==> config.mk <==
export PLATFORM = sky130hd
export DESIGN_NAME = emissor_talao
export DESIGN_NICKNAME = d
export VERILOG_FILES = /design/src/rtl/emissor_talao.sv
export SDC_FILE = /design/constraint.sdc
export NUM_CORES = 1
export LEC_CHECK = 0
export CAP_MARGIN = 20
export CORE_MARGIN = 2
export CORE_UTILIZATION = 45
export CTS_BUF_LIST = sky130_fd_sc_hd__clkbuf_4 sky130_fd_sc_hd__clkbuf_8 sky130_fd_sc_hd__clkbuf_16
export DETAILED_ROUTE_END_ITERATION = 12
export GPL_TIMING_DRIVEN = 0
export HOLD_SLACK_MARGIN = 0.15
export PLACE_DENSITY = 0.78
export SETUP_SLACK_MARGIN = 0.2
export SLEW_MARGIN = 25
export SYNTH_ARGS = -nofsm -noshare
export SYNTH_HDL_FRONTEND = slang
export SYNTH_SLANG_ARGS = --single-unit
==> constraint.sdc <==
create_clock -name clk -period 3.1 [get_ports clk]
set_clock_uncertainty 0.15 [all_clocks]
set_input_delay 0.93 -clock clk [delete_from_list [all_inputs] [get_ports clk]]
set_output_delay 0.93 -clock clk [all_outputs]
set_load 0.01 [all_outputs]
==> src/rtl/emissor_talao.sv <==
// ---------------------------------------------------------------------------
// emissor_talao
//   Receipt emitter. On a request it captures the totaliser's price, weight
//   and tax values, converts all three to BCD in parallel (shift-add-3, one
//   bit per clock), then streams a fixed-width ASCII line to the printer:
//       'T' dddd 'P' dddd 'X' dd LF
//   using a valid/ready handshake.
//
// Ports
//   clk            in   clock, rising-edge active
//   rst            in   asynchronous reset, active high
//   emissao_talao  in   receipt-issue request (sampled only when idle)
//   soma_final     in   [11:0] unsigned total price
//   soma_peso      in   [11:0] unsigned total weight
//   valor_taxa     in   [4:0]  unsigned tax value
//   car_pronto     in   printer ready for a character
//   car_dado       out  [7:0] ASCII character (0x00 when not valid)
//   car_valido     out  car_dado is valid
//   ocupado        out  receipt in progress
//   talao_fim      out  one-cycle pulse when a receipt is complete
// ---------------------------------------------------------------------------
module emissor_talao (
    input  logic        clk,
    input  logic        rst,
    input  logic        emissao_talao,
    input  logic [11:0] soma_final,
    input  logic [11:0] soma_peso,
    input  logic [4:0]  valor_taxa,
    input  logic        car_pronto,
    output logic [7:0]  car_dado,
    output logic        car_valido,
    output logic        ocupado,
    output logic        talao_fim
);

    typedef enum logic [1:0] {
        IDLE,
        CONV,
        ENVIA,
        FIM
    } state_t;

    state_t      r_state;
    state_t      w_next;

    // Binary operands double as the capture latches: they are loaded on the
    // capture edge and shifted out MSB-first into the BCD accumulators.
    logic [11:0] r_bin_f;
    logic [11:0] r_bin_p;
    logic [11:0] r_bin_t;
    logic [15:0] r_bcd_f;
    logic [15:0] r_bcd_p;
    logic [7:0]  r_bcd_t;
    logic [3:0]  r_cnt;
    logic [3:0]  r_idx;

    logic [15:0] w_step_f;
    logic [15:0] w_step_p;
    logic [7:0]  w_step_t;
    logic        w_last_bit;
    logic        w_last_char;
    logic [7:0]  w_char;

    // One double-dabble step on four digits: add 3 to every digit >= 5,
    // then shift left bringing in the next binary bit.
    function automatic logic [15:0] dabble4(input logic [15:0] b, input logic in_bit);
        logic [15:0] a;
        a = b;
        for (int unsigned d = 0; d < 4; d++) begin
            if (a[d*4 +: 4] >= 4'd5)
                a[d*4 +: 4] = a[d*4 +: 4] + 4'd3;
        end
        return (a << 1) | {15'b0, in_bit};
    endfunction

    // Two-digit variant for the tax value (max 31).
    function automatic logic [7:0] dabble2(input logic [7:0] b, input logic in_bit);
        logic [7:0] a;
        a = b;
        for (int unsigned d = 0; d < 2; d++) begin
            if (a[d*4 +: 4] >= 4'd5)
                a[d*4 +: 4] = a[d*4 +: 4] + 4'd3;
        end
        return (a << 1) | {7'b0, in_bit};
    endfunction

    function automatic logic [7:0] ascii_digit(input logic [3:0] d);
        return {4'h3, d};
    endfunction

    assign w_step_f    = dabble4(r_bcd_f, r_bin_f[11]);
    assign w_step_p    = dabble4(r_bcd_p, r_bin_p[11]);
    assign w_step_t    = dabble2(r_bcd_t, r_bin_t[11]);
    assign w_last_bit  = (r_cnt == 4'd11);
    assign w_last_char = (r_idx == 4'd13);

    // State register
    always_ff @(posedge clk or posedge rst) begin
        if (rst)
            r_state <= IDLE;
        else
            r_state <= w_next;
    end

    // Next-state logic
    always_comb begin
        w_next = r_state;
        case (r_state)
            IDLE:    if (emissao_talao)              w_next = CONV;
            CONV:    if (w_last_bit)                 w_next = ENVIA;
            ENVIA:   if (car_pronto && w_last_char)  w_next = FIM;
            FIM:                                     w_next = IDLE;
            default:                                 w_next = IDLE;
        endcase
    end

    // Datapath: capture, conversion and character index
    always_ff @(posedge clk or posedge rst) begin
        if (rst) begin
            r_bin_f <= '0;
            r_bin_p <= '0;
            r_bin_t <= '0;
            r_bcd_f <= '0;
            r_bcd_p <= '0;
            r_bcd_t <= '0;
            r_cnt   <= '0;
            r_idx   <= '0;
        end else begin
            case (r_state)
                IDLE: begin
                    if (emissao_talao) begin
                        r_bin_f <= soma_final;
                        r_bin_p <= soma_peso;
                        r_bin_t <= {7'b0, valor_taxa};
                        r_bcd_f <= '0;
                        r_bcd_p <= '0;
                        r_bcd_t <= '0;
                        r_cnt   <= '0;
                        r_idx   <= '0;
                    end
                end
                CONV: begin
                    r_bcd_f <= w_step_f;
                    r_bcd_p <= w_step_p;
                    r_bcd_t <= w_step_t;
                    r_bin_f <= {r_bin_f[10:0], 1'b0};
                    r_bin_p <= {r_bin_p[10:0], 1'b0};
                    r_bin_t <= {r_bin_t[10:0], 1'b0};
                    r_cnt   <= r_cnt + 4'd1;
                    if (w_last_bit)
                        r_idx <= '0;
                end
                ENVIA: begin
                    if (car_pronto)
                        r_idx <= r_idx + 4'd1;
                end
                default: ;
            endcase
        end
    end

    // Character selection by index
    always_comb begin
        w_char = '0;
        case (r_idx)
            4'd0:    w_char = 8'h54;
            4'd1:    w_char = ascii_digit(r_bcd_f[15:12]);
            4'd2:    w_char = ascii_digit(r_bcd_f[11:8]);
            4'd3:    w_char = ascii_digit(r_bcd_f[7:4]);
            4'd4:    w_char = ascii_digit(r_bcd_f[3:0]);
            4'd5:    w_char = 8'h50;
            4'd6:    w_char = ascii_digit(r_bcd_p[15:12]);
            4'd7:    w_char = ascii_digit(r_bcd_p[11:8]);
            4'd8:    w_char = ascii_digit(r_bcd_p[7:4]);
            4'd9:    w_char = ascii_digit(r_bcd_p[3:0]);
            4'd10:   w_char = 8'h58;
            4'd11:   w_char = ascii_digit(r_bcd_t[7:4]);
            4'd12:   w_char = ascii_digit(r_bcd_t[3:0]);
            4'd13:   w_char = 8'h0A;
            default: w_char = '0;
        endcase
    end

    // Outputs are decoded from the state so reset clears them immediately.
    always_comb begin
        car_dado   = '0;
        car_valido = 1'b0;
        ocupado    = 1'b0;
        talao_fim  = 1'b0;
        case (r_state)
            CONV: begin
                ocupado = 1'b1;
            end
            ENVIA: begin
                ocupado    = 1'b1;
                car_valido = 1'b1;
                car_dado   = w_char;
            end
            FIM: begin
                ocupado   = 1'b1;
                talao_fim = 1'b1;
            end
            default: ;
        endcase
    end

endmodule

metal_stack.png
Only two layers are drawn.
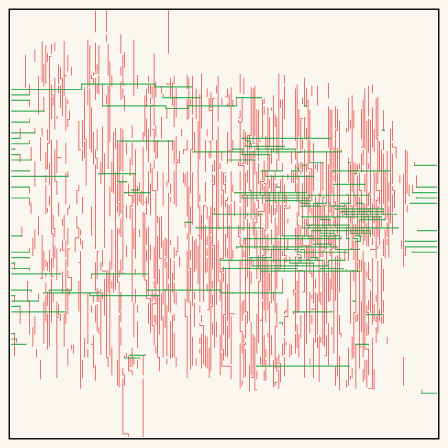
Green marks met3, wire length 1060 um. Red marks met2, wire length 6270 um.
drt wl/cell: 18.3 um
Tot GR Track Use: 0.231
final wirelength: 12800 um
Vias: 4157

==> Changelog: implementation <==
### Metrics

* I/O Buffers at 42
* Clock Latency Late Sink at 370 ps
* Overall power at 5.66 mW
* R2R cell count at 7
* Hold Startpoint: r_bin_f[11]
* Area grow syn2layout at 24.2%
* Avg Cell Area, Syn at 9.94 um^2
* Yosys adder share at 0.0781
* Fin. Hold Viols at 0
* Int Power at 3.21 mW
* Max-area cell share at 0.448
* Worst-Margin Slew at 715 ps
* Ys flop type: dfrtp_1
* Yosys cell count at 483
* Worst setup SP type: flip-flop
* Number of enable flip-flop cells at 0
* Core region area at 10300 um^2
* Die W at 107 um
* Switching share of power at 0.433
* Netlist cell types at 46
* Row count at 37
* CP endpoint kind: primary output
* Cell with the most instances after synthesis: dfrtp_1
* CTS H-Tree Depth at 3
* RSZ-0062 raised after global routing: yes
* GRT busiest layer: met2
* CTS max path bufs at 2
* Mapped Nets at 546
* Max_slew headroom at 0.522
* XOR Share, Synth at 0.0255
* First-pass GRT wire length at 20900 um
* Status: finished, violations left
* Post-Syn Area at 4800 um^2
* Yosys Chip Area at 4800 um^2
* Arr. time, crit path at 2140 ps
* Vias in the first global route at 4172
* Number of setup violations in the final report at 5
* Seq/Total Area, Yosys at 0.448
* Finished Core Util at 0.578
* Detailed placement HPWL at 8800 um
* Hold EP: r_bcd_f[0]
* Reg2reg start: r_state[0]
* Min-delay worst type: reg2reg
* Hold depth at 2
* Leak pwr at 2.55 nW
* Dominant cell type by area after synthesis: dfrtp_1
* Post-synth mux share at 0.0607
* Initial antenna violation count at 0
* Failing checks: negative setup slack
* Reg-to-Reg End: r_bcd_f[1]
* Drt initial violations at 319
* Clk slew on worst S/H paths at 90 ps
* Post-synth regs at 86
* Share of layout cells above drive strength 1 at 0.190
* N_diodes at 0
* Largest net degree at the start of global routing at 31
* Tool Warnings at 45
* Cycle use final at 1.04
* Commonest cells post-synth: dfrtp_1, nor2_1, a21oi_1
* Pwr Density at 950 nW/um^2
* Fraction of registers with async set/reset at 1.00
* Die height at 107 um
* Data required, critical path at 2020 ps
* Net count, final at 621
* Io pins at 44
* DRT Pass-1 Iters at 5
* Via density at 5.95
* Crit path time final at 3220 ps
* Clock power share at 0.146
* Sequential share of power at 0.343
* Root buffer cell: clkbuf_8
* Hold-fix buffers, CTS at 0
* Combinational cell fraction of total power at 0.511
* P_sw at 2.45 mW
* Core Util at FP at 0.465
* Yosys warning count at 0
* Yosys simple share at 0.0964
* CTS tree: yes
* Worst setup margin at -120 ps
* Met2 Use GR at 0.385
* Aoi share at 0.229
* Reg-to-reg slack, setup at 960 ps
* Post-Syn Instances at 483
final_clocks.png
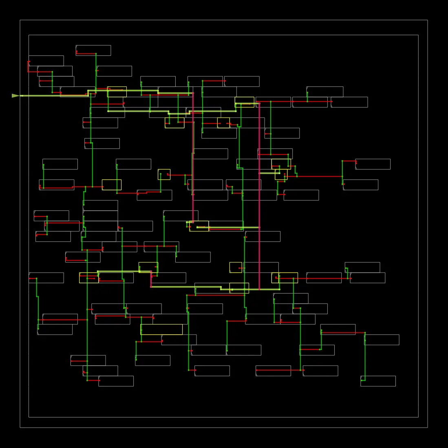
clk_buf instances: 10
clk sinks: 86
number of buffers created by CTS: 9

state kept, by name, indices dropped and copies added (netlist names):
register and flops:
r_bcd_p 16, r_idx 4, r_bin_t 12, r_bin_p 12
r_state 2, r_cnt 4, r_bcd_f 16, r_bin_f 12
r_bcd_t 8
final cells by class:
| type | instances | area [um^2] |
|---|---|---|
| flip-flops and latches | 86 | 2160 |
| inverters | 32 | 133 |
| multi-input cells | 336 | 2490 |
| clock buffers | 10 | 138 |
| fillers | 866 | 4360 |
| clock inverters | 6 | 70.1 |
| well taps | 136 | 170 |
| plain buffers | 29 | 209 |
| repair buffers | 64 | 602 |
worst max path at each step:
stage                     depth (start not counted)  startpoint  slack [ps]          end
after floorplan                                   6    r_idx[0]         460  car_dado[3]
after global placement                            8    r_idx[0]        -260  car_dado[2]
after detailed placement                          8    r_idx[0]        -310  car_dado[0]
after CTS                                         9    r_idx[1]         -50  car_dado[0]
after global routing                              9    r_idx[1]        -250  car_dado[0]
final                                             9    r_idx[1]        -120  car_dado[0]
power by group through the flow:
stage / clock network (mW) / registers [mW] / logic, mW
after detailed placement: 0 / 1.95 / 2.61
after CTS: 0.841 / 1.93 / 2.78
after global routing: 0.893 / 1.99 / 3.19
final: 0.827 / 1.94 / 2.89
after global placement: 0 / 1.92 / 2.47
after floorplan: 0 / 1.82 / 1.92
worst max-delay path: stages, from the launching register on:
cell	delay, ps
dfrtp_2	450
buf_6	130
ha_4	170
buf_6	130
nor3_1	170
o21ai_1	130
a22oi_2	250
buf_4	160
a21oi_2	30
buf_2	150
placed cells by master, fill, tap and decap left out, types with 20 or more instances in the layout:
| master | instances |
|---|---|
| a21oi_1 | 31 |
| buf_2 | 21 |
| buf_4 | 22 |
| clkdlybuf4s50_1 | 35 |
| dfrtp_1 | 83 |
| ha_1 | 24 |
| inv_1 | 27 |
| mux2i_1 | 21 |
| nand2_1 | 20 |
| nor2_1 | 44 |
| o21ai_0 | 24 |
| o22ai_1 | 29 |
cells by family (layout without fill, tap and decap cells):
| logic type | count (synthesis) | after routing |
|---|---|---|
| AOI/OAI and AO/OA | 164 | 164 |
| xor gates and xnor gates | 14 | 14 |
| adders and majority gates | 30 | 30 |
| buffers and inverters | 61 | 141 |
| DFF | 86 | 86 |
| muxes | 27 | 27 |
| other | 1 | 1 |
| and+or+nand+nor | 100 | 100 |
metrics by stage:
stage	setup TNS, ps	cells	worst slack (ps)	cell area [um^2]	hold slack (ps)
CTS	-165	692	-48.4	5860	341
detailed placement	-1280	663	-306	5440	320
floorplan	0	483	464	4810	295
global route	-1190	699	-253	5960	374
finish	-492	699	-120	5960	337
global placement	-1020	661	-256	5400	312
per-layer routing:
metal / up-vias / part of all wire
li1: 1902 / -
met1: 2028 / 0.41
met2: 201 / 0.49
met3: 26 / 0.083
met4: 0 / 0.020
met5: - / 0
repair_timing:
action                                  in CTS  in global routing
endpoints found under the hold margin        0                  0
endpoints found under the setup margin       9                  8
pin swaps                                    7                 12
cloned                                       2                  1
gates resized                               59                 16
buffers inserted                            11                  6
Power and IR drop assume default switching activity.
